**Wires at chosen ports, followed through buffers**

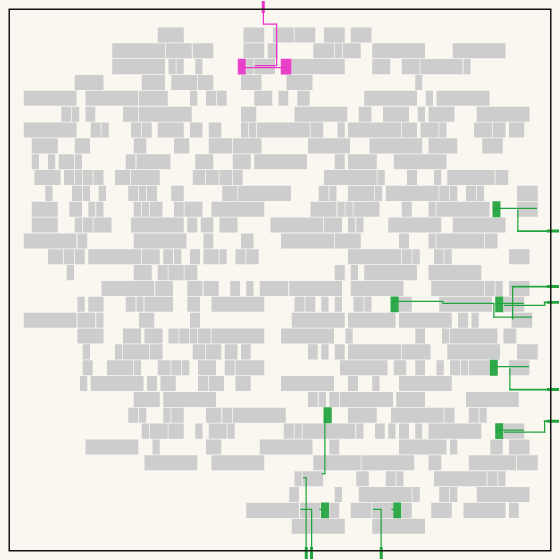
**Cell sizes after repair**

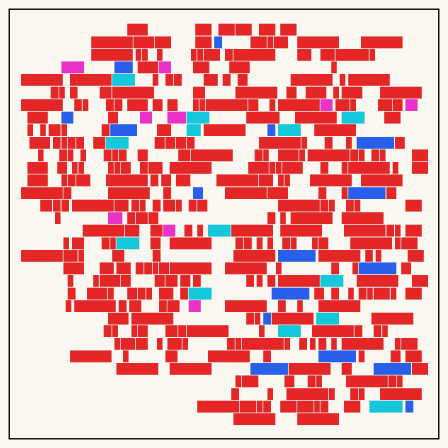
**Signal metal coverage by tile**

The bar under the picture is 20 microns long. 19 x 19 tiles, from dark purple (low) to yellow (high), scaled to the fullest tile. Values are wire area over tile area, all layers added.
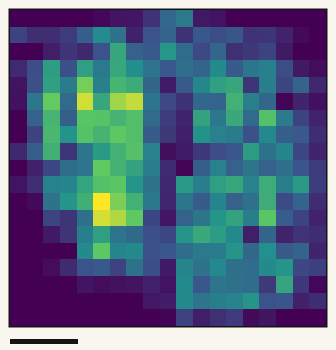
**Placement by cell class**

The bar under the picture is 20 microns long.
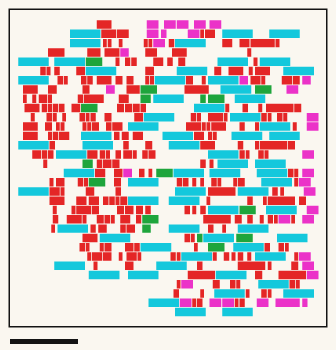
**Routing congestion map**

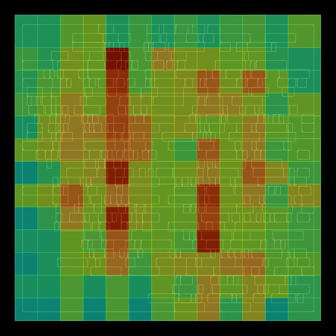
==> config.mk <==
export PLATFORM = sky130hd
export DESIGN_NAME = ni_frame_ctrl
export DESIGN_NICKNAME = d
export VERILOG_FILES = /design/src/rtl/ni_frame_ctrl.sv
export SDC_FILE = /design/constraint.sdc
export NUM_CORES = 1
export LEC_CHECK = 0
export CORE_MARGIN = 2
export CORE_UTILIZATION = 45
export DETAILED_ROUTE_END_ITERATION = 16
export PLACE_DENSITY = 0.61
export SYNTH_ARGS = -nofsm -noshare
export SYNTH_HDL_FRONTEND = slang
export SYNTH_SLANG_ARGS = --single-unit
==> constraint.sdc <==
create_clock -name clk -period 3.15 [get_ports clk]
set_clock_uncertainty 0.1 [all_clocks]
set_input_delay 0.7875 -clock clk [delete_from_list [all_inputs] [get_ports clk]]
set_output_delay 0.7875 -clock clk [all_outputs]
set_load 0.02 [all_outputs]
==> out/results.txt <==
Peak per-stage delay on the critical path - 530 ps
WHS Path Cells - 0
Most numerous logic cells after layout - nand2_1, dfrtp_1, o21ai_0
Largest net degree at the start of global routing - 43
Maximum vdd drop - 0.259 mV
Minimum clock period - 3020 ps
Flops after synth - 68
Floorplan Nets - 395
Combinational power - 1.17 mW
Cell Chain, Critical Path - buf_4, mux4_2, and2_1, clkdlybuf4s50_1
Clock transition at path regs - 80 ps
Syn Area/Cell - 9.83 sq um
Critical path depth - 4
Slew HR - 56.1%
Global-route wire length before repair - 12400 microns
Worst-path fanout max - 10
Cell-internal power - 2.06 mW
Max_cap viols - 0
Vias per std cell - 5.32
1st-pass router iterations - 4
Vias - 2628
WP data required - 2260 ps
Static Leakage - 1.77 nW
Cells after synthesis - 360
Largest power group - registers
Setup Buffers After CTS - 0
Yosys warnings - 0
Mapped cell area - 0.00354 sq mm
Max Freq - 331 MHz
Status - finished, final reports clean
Antenna-violating nets left - 0
Max layer used - met4
Drt drc - 0
Die area - 0.00859 sq mm
Worst Setup End Kind - output pin
Period utilization - 95.9%
Largest register FFs - 32
Logic area - 0.00170 sq mm
Antenna violations before repair - 0
Clk pwr share - 20.9%
Post-synth seq share - 48.1%
Met3 Usage GRT - 4.96%
H-tree depth - 3
Slowest CP cell - clkdlybuf4s50_1
Comb pwr share - 36.2%
Sw Share - 36.3%
Sequential power - 1.39 mW
## Picture notes: 'wires at chosen ports, followed through buffers'
Key: magenta = start_i [bits 1, direction input, edge top, end cells 2, buffers 1, wire 24.7 microns]; green = ni_bits_i [bits 8, direction input, edge 5 right, 3 bottom, end cells 8, buffers 8, wire 141 microns]
IO Port Bufs: 28
I/O pin count: 29

## Picture notes: 'cell sizes after repair'
Key: cyan = _6 and larger [cells 13, share 3.3%]; magenta = _3 and _4 cells [cells 9, share 2.3%]; red = _0 and _1 cells [cells 354, share 90%]; blue = _2 cells [cells 16, share 4.1%]
Final Instance Area: 0.00411 sq mm
synthesis-to-finish area growth: 16.1%

## Picture notes: 'signal metal coverage by tile'
16% of the tiles are nearly empty. The fullest tile reaches 0.45. The emptiest ninth of the die: bottom left. 19% of the tiles are over half the peak. The mean over all tiles is 0.13.
Routed WL per cell: 14.5 microns
Routed WL: 7150 microns

## Picture notes: 'placement by cell class'
Key: red = combinational and other logic [cells 274, share of their area 44%]; cyan = flops [cells 68, share of their area 43%]; magenta = other buffers and delay cells [cells 34, share of their area 8.2%]; green = clock drivers and dummy loads [cells 16, share of their area 4.7%]
post-layout util: 53.4%
Core Area: 0.00769 sq mm
row cnt: 32
Seq area share: 41.4%

## Picture notes: 'routing congestion map'
GRT met1 Usage: 24.4%
met2 Use GR: 30.0%

-- synth_stat cells (3+ instances only) --
cell type	instances	area [sq um]
a21oi_1	7	35.0
a31oi_1	3	18.8
and2_1	11	68.8
clkbuf_1	15	56.3
dfrtp_1	68	1700
ha_1	19	238
inv_1	17	63.8
mux4_2	8	180
nand2_1	68	255
nand3_1	10	50.1
nand3b_1	4	30.0
nand4_1	3	18.8
nor2_1	11	41.3
nor3_1	4	20.0
nor4_1	7	43.8
o21ai_0	52	260
o221ai_1	3	26.3
o31ai_1	8	60.1
o41ai_1	5	43.8
or3_1	4	25.0
xnor2_1	4	35.0
-- cells by family (layout without fill, tap and decap cells) --
| kind of cell | count (synthesis) | count (layout) | share of synthesized area, % |
|---|---|---|---|
| compound gates | 83 | 83 | 13.8 |
| xor+xnor | 6 | 6 | 1.49 |
| fa+ha+maj | 21 | 21 | 7.85 |
| buf+inv | 35 | 67 | 3.89 |
| flops | 68 | 68 | 48.1 |
| mux | 10 | 10 | 5.69 |
| simple gates | 137 | 137 | 19.2 |
-- area by class of cell --
cell class	count	share of cell area (%)
repair buffers	34	7.98
well taps	102	3.11
clock buffers	11	3.69
inverters	17	1.55
flip-flops and latches	68	41.4
multi-input cells	257	41.4
clock inverters	5	0.853
-- metrics by stage --
stage,cells,hold WS (ps),setup slack [ps],util [%],power [mW]
2_1_floorplan,360,231,340,-,2.19
3_3_place_gp,478,232,149,51.1,2.57
3_5_place_dp,478,239,99.6,51.1,2.61
4_1_cts,494,257,31.3,53.5,3.28
5_1_grt,494,264,44.8,53.4,3.52
6_report,494,252,129,53.4,3.24
-- timing repair --
action                     CTS  global route
resized                      1             3
gates cloned                 0             0
setup endpoints to repair    1             1
hold endpoints to repair     0             0
Power is estimated from default activity; no workload was simulated.
